File: config.mk
export PLATFORM = sky130hd
export DESIGN_NAME = y_pixel_filling_flat
export DESIGN_NICKNAME = d
export VERILOG_FILES = /design/src/rtl/y_pixel_filling_pkg.sv /design/src/rtl/y_pixel_filling_if.sv /design/src/rtl/y_pixel_filling.sv /design/src/flat_wrapper.sv
export SDC_FILE = /design/constraint.sdc
export NUM_CORES = 1
export LEC_CHECK = 0
export ABC_AREA = 0
export CORE_MARGIN = 3
export CORE_UTILIZATION = 30
export CTS_BUF_LIST = sky130_fd_sc_hd__clkbuf_2
export CTS_CLUSTER_SIZE = 12
export DETAILED_ROUTE_END_ITERATION = 8
export PLACE_DENSITY = 0.57
export SYNTH_ARGS = -nofsm -noshare
export SYNTH_HDL_FRONTEND = slang
export SYNTH_SLANG_ARGS = --single-unit
File: constraint.sdc
create_clock -name clk_div_by_two -period 6.45 [get_ports clk_div_by_two]
set_input_delay 1.29 -clock clk_div_by_two [delete_from_list [all_inputs] [get_ports clk_div_by_two]]
set_output_delay 1.29 -clock clk_div_by_two [all_outputs]
set_load 0.01 [all_outputs]
File: src/rtl/y_pixel_filling_pkg.sv
// Shared constants, pixel-set value and FSM state encoding for y_pixel_filling.
// Latency: n/a (definitions only).
// Backpressure: n/a.
package y_pixel_filling_pkg;

  localparam int          IMAGE_WIDTH_DEF = 320;
  localparam int          IMAGE_HEIGHT    = 240;
  localparam int          START_ADDR_DEF  = 2240;   // first 7 lines skipped
  localparam int          END_ADDR_DEF    = 74560;  // last lines are garbage
  localparam int          ADDR_W          = 18;
  localparam int          DATA_W          = 32;
  localparam logic [31:0] PIXEL_SET       = 32'd1;

  typedef enum logic [2:0] {
    IDLE,
    RD_C,
    RD_B,
    RD_A,
    CAP_A,
    WRITE,
    DONE
  } fill_state_t;

endpackage

File: src/rtl/y_pixel_filling_if.sv
// Single-port RAM bus between the y-filling engine (master) and the frame RAM (slave).
// Latency: read data returns one cycle after an address is presented with wren=0.
// Backpressure: none on the bus; the master stalls internally via pause.
//   data_read  : RAM -> master read word
//   wren       : write strobe
//   data_write : write word
//   address    : word address
interface y_pixel_filling_if;
  import y_pixel_filling_pkg::*;

  logic [DATA_W-1:0] data_read;
  logic              wren;
  logic [DATA_W-1:0] data_write;
  logic [ADDR_W-1:0] address;

  modport master (input data_read, output wren, output data_write, output address);
  modport slave  (output data_read, input wren, input data_write, input address);

endinterface

File: src/rtl/y_pixel_filling.sv
// Raster pass that sets a pixel to 1 when the pixels directly above and below are 1 and it is not.
// Latency: 4 cycles per unchanged pixel, 5 per filled pixel (paused cycles excluded).
// Backpressure: pause freezes all state and masks wren; a held WRITE is reissued on resume.
// Ports: clk_div_by_two / reset_n (async, active low); pause, enable_y_pixel_filling control;
//        ram (master modport) carries address/wren/data_write out and data_read in;
//        fill_count = pixels filled this/last pass; y_pixel_filling_done = pass complete.
module y_pixel_filling
  import y_pixel_filling_pkg::*;
#(
  parameter int IMAGE_WIDTH = IMAGE_WIDTH_DEF,
  parameter int START_ADDR  = START_ADDR_DEF,
  parameter int END_ADDR    = END_ADDR_DEF
) (
  input  logic                clk_div_by_two,
  input  logic                reset_n,
  input  logic                pause,
  input  logic                enable_y_pixel_filling,
  y_pixel_filling_if.master   ram,
  output logic [ADDR_W-1:0]   fill_count,
  output logic                y_pixel_filling_done
);

  if (START_ADDR < IMAGE_WIDTH || END_ADDR < START_ADDR ||
      END_ADDR + IMAGE_WIDTH >= (1 << ADDR_W)) begin : g_param_check
    $error("y_pixel_filling: illegal IMAGE_WIDTH/START_ADDR/END_ADDR combination");
  end

  localparam logic [ADDR_W-1:0] STRIDE    = IMAGE_WIDTH[ADDR_W-1:0];
  localparam logic [ADDR_W-1:0] P_FIRST   = START_ADDR[ADDR_W-1:0];
  localparam logic [ADDR_W-1:0] P_LAST    = END_ADDR[ADDR_W-1:0];
  localparam logic [ADDR_W-1:0] CNT_MAX   = {ADDR_W{1'b1}};

  fill_state_t        state, state_nxt;
  logic [ADDR_W-1:0]  p, p_nxt;
  logic [DATA_W-1:0]  center, center_nxt;
  logic [DATA_W-1:0]  below, below_nxt;
  logic [DATA_W-1:0]  above, above_nxt;
  logic [ADDR_W-1:0]  cnt_nxt;
  logic               fill_hit;

  // In CAP_A the "above" word is still on data_read, so it is compared directly.
  assign fill_hit = (ram.data_read == PIXEL_SET) && (below == PIXEL_SET) &&
                    (center != PIXEL_SET);

  always_ff @(posedge clk_div_by_two or negedge reset_n) begin
    if (!reset_n) begin
      state      <= IDLE;
      p          <= '0;
      center     <= '0;
      below      <= '0;
      above      <= '0;
      fill_count <= '0;
    end else if (!pause) begin
      state      <= state_nxt;
      p          <= p_nxt;
      center     <= center_nxt;
      below      <= below_nxt;
      above      <= above_nxt;
      fill_count <= cnt_nxt;
    end
  end

  always_comb begin
    state_nxt  = state;
    p_nxt      = p;
    center_nxt = center;
    below_nxt  = below;
    above_nxt  = above;
    cnt_nxt    = fill_count;
    if (!enable_y_pixel_filling) begin
      // Abort/clear: fill_count is kept so the last result stays readable.
      state_nxt = IDLE;
    end else begin
      case (state)
        IDLE: begin
          p_nxt     = P_FIRST;
          cnt_nxt   = '0;
          state_nxt = RD_C;
        end
        RD_C: state_nxt = RD_B;
        RD_B: begin
          center_nxt = ram.data_read;
          state_nxt  = RD_A;
        end
        RD_A: begin
          below_nxt = ram.data_read;
          state_nxt = CAP_A;
        end
        CAP_A: begin
          above_nxt = ram.data_read;
          if (fill_hit)          state_nxt = WRITE;
          else if (p == P_LAST)  state_nxt = DONE;
          else begin
            p_nxt     = p + 18'd1;
            state_nxt = RD_C;
          end
        end
        WRITE: begin
          if (fill_count != CNT_MAX) cnt_nxt = fill_count + 18'd1;
          if (p == P_LAST) state_nxt = DONE;
          else begin
            p_nxt     = p + 18'd1;
            state_nxt = RD_C;
          end
        end
        DONE:    state_nxt = DONE;
        default: state_nxt = IDLE;
      endcase
    end
  end

  // Bus outputs decode straight from state so an async reset clears them without an edge.
  always_comb begin
    ram.address    = '0;
    ram.data_write = '0;
    ram.wren       = 1'b0;
    case (state)
      RD_C:  ram.address = p;
      RD_B:  ram.address = p + STRIDE;
      RD_A:  ram.address = p - STRIDE;
      WRITE: begin
        ram.address    = p;
        ram.data_write = PIXEL_SET;
        ram.wren       = !pause;
      end
      default: ;
    endcase
  end

  assign y_pixel_filling_done = (state == DONE);

endmodule

File: src/flat_wrapper.sv
// flat-port wrapper written by rule: the top's interface ports become plain ports
module y_pixel_filling_flat import y_pixel_filling_pkg::*;
#(
  parameter int IMAGE_WIDTH = IMAGE_WIDTH_DEF,
  parameter int START_ADDR  = START_ADDR_DEF,
  parameter int END_ADDR    = END_ADDR_DEF
)
  (clk_div_by_two, reset_n, pause, enable_y_pixel_filling, fill_count, y_pixel_filling_done, ram_data_read, ram_wren, ram_data_write, ram_address);
  y_pixel_filling_if ram_i ();
  input  logic clk_div_by_two;
  input  logic reset_n;
  input  logic pause;
  input  logic enable_y_pixel_filling;
  output logic [ADDR_W-1:0] fill_count;
  output logic y_pixel_filling_done;
  input wire logic [$bits(ram_i.data_read)-1:0] ram_data_read;
  output wire logic [$bits(ram_i.wren)-1:0] ram_wren;
  output wire logic [$bits(ram_i.data_write)-1:0] ram_data_write;
  output wire logic [$bits(ram_i.address)-1:0] ram_address;
  assign ram_i.data_read = ram_data_read;
  assign ram_wren = ram_i.wren;
  assign ram_data_write = ram_i.data_write;
  assign ram_address = ram_i.address;
  y_pixel_filling #(.IMAGE_WIDTH(IMAGE_WIDTH), .START_ADDR(START_ADDR), .END_ADDR(END_ADDR)) u_core (.clk_div_by_two(clk_div_by_two), .reset_n(reset_n), .pause(pause), .enable_y_pixel_filling(enable_y_pixel_filling), .ram(ram_i), .fill_count(fill_count), .y_pixel_filling_done(y_pixel_filling_done));
endmodule
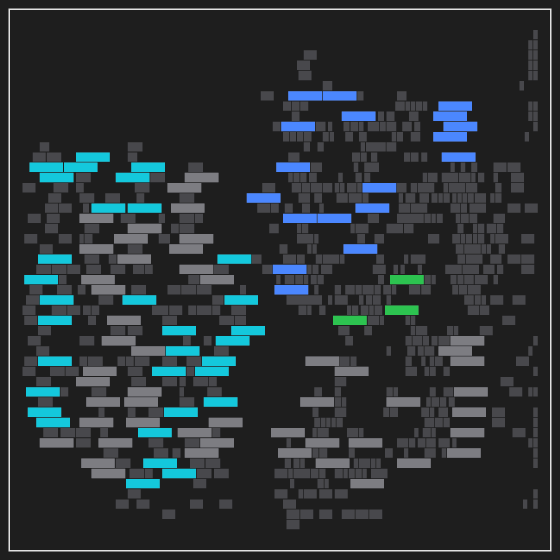
Run 1: register map, names as in the netlist
Other sequential cells in the stronger gray, the rest of the logic in the fainter gray.
Blue shows u_core.p, sequential cells 18. Green shows u_core.state, sequential cells 3. Cyan shows u_core.center, sequential cells 32.
Another 50 sequential cells are not colored.
Seq. cell area: 2577 µm²
fin util: 0.3633
Sequential Power: 0.000964 W
Seq area share: 0.3870

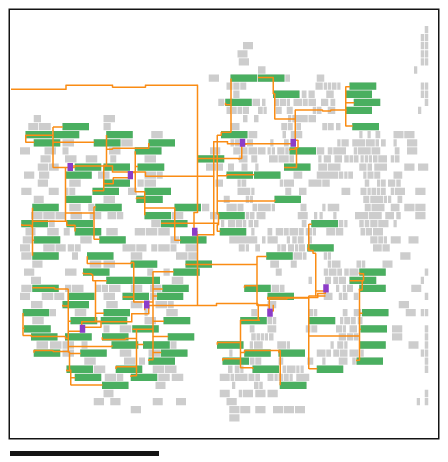
Run 1: clock network drawn from the DEF
Bar = 50 µm.
Orange shows clock wires, length 1390 µm. Purple shows clock drivers, count 9. Green shows flip-flops, count 103.
There are 10 routed clock nets.

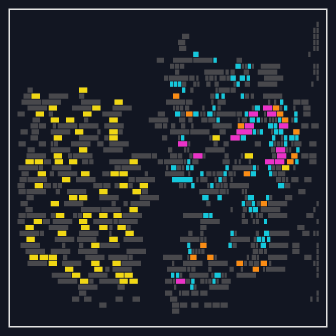
Run 1: gate-type map
Cyan shows aoi and oai cells, cells 87, most used o21ai_0. Magenta shows fa/ha/maj cells, cells 14, most used ha_1, where middle right. Orange shows xor and xnor cells, cells 17, most used xnor2_1. Yellow shows mux cells, cells 67, most used mux2_2.

==> run_results.csv, run 1 <==
group,metric,value,unit
routing,firstDrtPassIters,4,
power,power_frac_seq,0.578,
timing,final-setup-viol-count,0,
power,combPwrFrac,0.248,
layout,reg_top3,"u_core.below: 32 flops, u_core.center: 32 flops",
layout,top_area_cell_class,"combinational gates",
floorplan,coreArea,18330,µm²
power,leakagePower,2.690,nW
status,status,"finished clean",
grt,antenna_found_initial,0,
synth,ys_sh_simple,0.1892,
power,switching_share,0.3224,
grt,grt_usage,0.1423,
clocking,cts-root-buf,"clkbuf_2",
power,p_switching,0.0005383,W
floorplan,pin_count,106,
synth,top_area_cell,"dfrtp_1",
setup_path,r2r_start,"u_core.state[0]",
setup_path,cp_common_cell,"o21ai_0",
routing,postRouteAntennaNets,0,
layout,nFillCells,1815,
synth,syn_inst,561,
timing,timing.hold.ws,539.9,ps
placed_design,postPlaceCellArea,6561,µm²
clocking,cts_setup_buffers,0,
routing,routedWlPerCell,16.43,µm
synth,synth.avg_cell_area,10.17,µm²
synth,synth-xor-area-share,0.02609,
setup_path,required,5160,ps
synth,synth-main-ff-cell,"dfrtp_1",
setup_path,crit_buf_inv,2,
clocking,cts.clk_slew.worst_paths,290,ps
layout,drive_gt1_frac,0.1498,
timing,hold_viol,0,
placed_design,port_buffers,74,
clocking,cts_inserted_buffers,9,
power,p_comb,0.000413,W
job,warnings,27,
grt,gr-max-usage-layer,"met2",
routing,route.top_layer_used,"met4",
grt,grt_pass1_vias,4554,
timing,period_used_share,0.8622,
floorplan,initCoreUtil,0.3114,
placed_design,place_congestion,0.7956,
timing,tns,0,ps
grt,grtUsageMet2,0.2364,
setup_path,worstPathMaxFanout,19,
grt,grt_overflow,0,
setup_path,cp-end-kind,"output port",
layout,final-nonclk-buf-share,0.1165,
power,maxPowerGroup,"sequential cells",
setup_path,critical_path.slowest_cell,"dfrtp_1",
layout,logic_area,2877,µm²
floorplan,die_area,20720,µm²
clocking,ctsResizeCount,0,
clocking,cts_tree,"yes",
job,maxCapViolations,0,
synth,ys_cells,561,
synth,ys_sh_aoi,0.1032,
floorplan,dieHeight,143.9,µm
routing,num_vias,4480,
[run 1: path summary, 6_finish.rpt]
kind                                   endpoint  slack (ps)  cells past startpoint
max                             ram_address[17]         890                     12
min                        u_core.fill_count[8]         540                      1
max reg2reg                u_core.fill_count[8]        3450                      4
min reg2reg                u_core.fill_count[8]         540                      1
max in group asynchronous          u_core.p[16]        4660                      2
min in group asynchronous     u_core.center[21]         630                      1
[run 1: placed cells by master, fill, tap and decap left out, types with 13 or more instances in the layout]
cell             count
conb_1              31
dfrtp_1            103
mux2_2              65
nand3_1             15
clkdlybuf4s50_1     73
nor2_1              37
ha_1                13
a21oi_1             16
o21ai_0             40
nand2_1             44
nor4_1              23
## Run 2: what changed since run 1
--- a/config.mk
+++ b/config.mk
@@ -6,12 +6,11 @@
 export NUM_CORES = 1
 export LEC_CHECK = 0
 export ABC_AREA = 0
-export CORE_MARGIN = 3
-export CORE_UTILIZATION = 30
+export CORE_UTILIZATION = 50
 export CTS_BUF_LIST = sky130_fd_sc_hd__clkbuf_2
 export CTS_CLUSTER_SIZE = 12
 export DETAILED_ROUTE_END_ITERATION = 8
-export PLACE_DENSITY = 0.57
+export PLACE_DENSITY = 0.83
 export SYNTH_ARGS = -nofsm -noshare
 export SYNTH_HDL_FRONTEND = slang
 export SYNTH_SLANG_ARGS = --single-unit
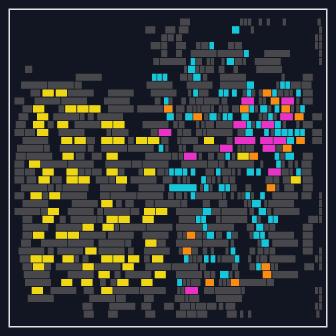
Run 2: gate-type map
Orange shows xor and xnor cells, cells 17, most used xnor2_1. Cyan shows aoi and oai cells, cells 87, most used o21ai_0. Magenta shows fa/ha/maj cells, cells 14, most used ha_1, where middle right. Yellow shows mux cells, cells 67, most used mux2_2.
dominant logic cell type in the layout: dfrtp_1
fin cells: 774
logic share of the area: 0.4367

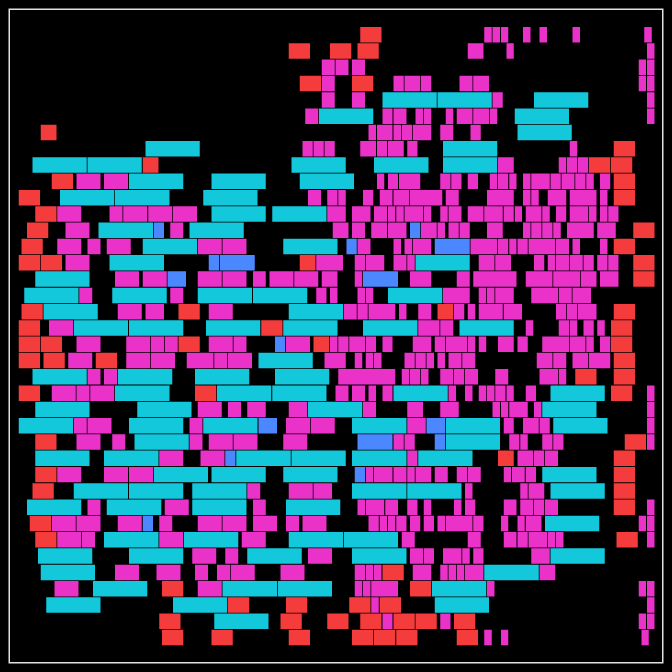
Run 2: placed cells, one color a class
Red shows remaining buffers and delay cells, cells 79. Blue shows clock drivers and dummy loads, cells 16. Cyan shows sequential cells, cells 103. Magenta shows combinational and other logic, cells 436.
Seq area share: 0.3913
core area: 10980 µm²
fin util: 0.5997

==> run 2 against run 1 <==
First-iteration DRC count fell by 49%. Die area fell by 43%. Clock skew rose by 9.6 ps. Non-clock buffer count did not move. Clock power rose by 11%. Critical path type unchanged.
==> run_results.csv, run 2 <==
group,metric,value,unit
status,status,"finished clean",
power,power_frac_seq,0.568,
grt,grtUsageMet2,0.3847,
timing,final-setup-viol-count,0,
power,p_switching,0.0005528,W
floorplan,die_area,11850,µm²
placed_design,port_buffers,74,
setup_path,criticalPathCategory,"reg2out",
routing,route.top_layer_used,"met4",
timing,timing.hold.ws,505.4,ps
synth,synth-xor-area-share,0.02609,
job,maxCapViolations,0,
placed_design,pre_cts_ws,1710,ps
routing,routedWlPerCell,16.19,µm
grt,grt_pass1_vias,4364,
routing,remaining_drc_errors,0,
setup_path,cp_data_arrival_time,4140,ps
setup_path,critical_path.slowest_cell,"dfrtp_1",
synth,top_area_cell,"dfrtp_1",
power,maxPowerGroup,"sequential cells",
power,p_int,0.001147,W
synth,synth-main-ff-cell,"dfrtp_1",
floorplan,dieHeight,108.8,µm
routing,via_per_inst,5.792,
job,warnings,27,
synth,ys_sh_aoi,0.1032,
clocking,ctsResizeCount,0,
power,clockPowerShare,0.190,
setup_path,cp_common_cell,"o21ai_0",
placed_design,postPlaceCellArea,6450,µm²
layout,final-nonclk-buf-share,0.1178,
timing,final_max_slew_viol_count,0,
synth,yosysUniqueCellTypes,57,
routing,firstDrtPassIters,5,
setup_path,path_cells,"nor2_1 > nand2_1 > inv_1 > ha_1 > a211oi_1 > o21ai_0 > a31oi_1 > a21oi_1 > mux2_2 > a22oi_1 > o21ai_0 > clkdlybuf4s50_1",
layout,ff_latch_area,2577,µm²
timing,period_used_share,0.8418,
synth,logic_family,"simple AND/OR/NAND/NOR gates",
grt,met3_usage,0.04782,
power,peakVddDrop,0.1668,mV
setup_path,crit_buf_inv,2,
clocking,cts_tree,"yes",
power,combPwrFrac,0.241,
setup_path,worstPathMaxFanout,19,
floorplan,initCoreUtil,0.5197,
clocking,cts_sinks,103,
routing,num_vias,4483,
layout,reg_top3,"u_core.below: 32 flops, u_core.center: 32 flops",
synth,synth.avg_cell_area,10.17,µm²
layout,n_clock_buffer,9,
synth,ys_sh_mux,0.1317,
min_path,holdCritPathClass,"in2async",
floorplan,pin_count,106,
clocking,cts-root-buf,"clkbuf_2",
layout,finalNetCount,679,
layout,top_area_cell_class,"combinational gates",
clocking,cts_hold_buf,0,
timing,tns,0,ps
grt,grt_usage,0.2274,
synth,syn_inst,561,
synth,ys_cells,561,
grt,grt_overflow,0,
setup_path,required,5160,ps
clocking,cts_setup_buffers,0,
grt,antenna_found_initial,0,
grt,grt_pass1_wl,20.96,mm
layout,clk_share,0.02071,
timing,hold_viol,0,
layout,nonClockBufferCount,79,
placed_design,dp_hpwl,9.275,mm
synth,ys_seq_elements,103,
clocking,insertion_delay,590,ps
clocking,cts_inserted_buffers,9,
layout,logic_area,2877,µm²
synth,ys_sh_simple,0.1892,
synth,top_cells_by_count,"103 x dfrtp_1, 65 x mux2_2, 44 x nand2_1",
layout,postLayoutCellArea,6586,µm²
layout,drive_gt1_frac,0.1530,
routing,wl_met3,607,µm
placed_design,place_congestion,0.8840,
grt,gr-max-usage-layer,"met2",
power,p_comb,0.000411,W
power,switching_share,0.3251,
clocking,clk_path_buf_depth,2,
setup_path,cp-end-kind,"output port",
timing,fin_ws,1020,ps
floorplan,tap_cells,140,
routing,postRouteAntennaNets,0,
layout,mostFrequentLayoutCells,"103 x dfrtp_1, 73 x clkdlybuf4s50_1, 65 x mux2_2, 44 x nand2_1, 41 x o21ai_0",
clocking,cts.clk_slew.worst_paths,340,ps
layout,nFillCells,928,
power,leakagePower,2.705,nW
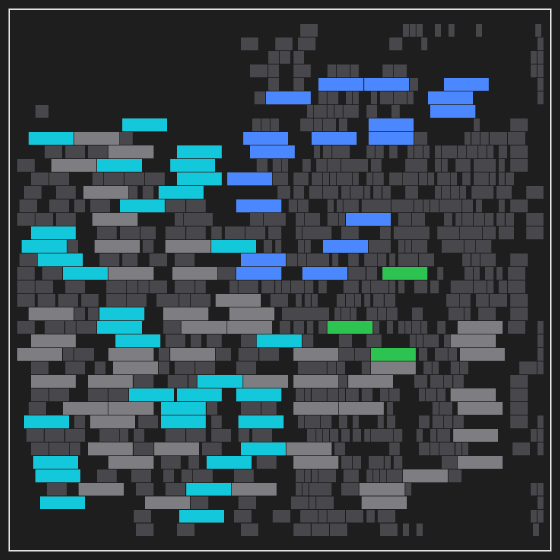
Run 2: register map, names as in the netlist
Other sequential cells in the stronger gray, the rest of the logic in the fainter gray.
Blue shows u_core.p, sequential cells 18. Cyan shows u_core.center, sequential cells 32. Green shows u_core.state, sequential cells 3.
Sequential Power: 0.000967 W

-- run 2: worst paths after layout --
path / endpoint / slack [ps] / cells after the start / startpoint
min in group clk_div_by_two: u_core.fill_count[8] / 540 / 1 / u_core.fill_count[8]
max in group asynchronous: u_core.below[2] / 4640 / 2 / reset_n
worst max-delay path: ram_address[17] / 1020 / 12 / u_core.state[2]
worst max register to register: u_core.p[10] / 3610 / 7 / u_core.below[20]
worst min register to register: u_core.fill_count[8] / 540 / 1 / u_core.fill_count[8]
worst min-delay path: u_core.below[17] / 510 / 1 / reset_n
-- run 2: worst register-to-register path, cell delays in order (launching register included) --
cell      delay, ps
dfrtp_1         460
nor4_1          390
nand4_1         160
nor4_2          550
a311oi_4        210
nor2_2          610
o21ai_0         240
a21oi_1         180
Power and IR drop assume default switching activity.
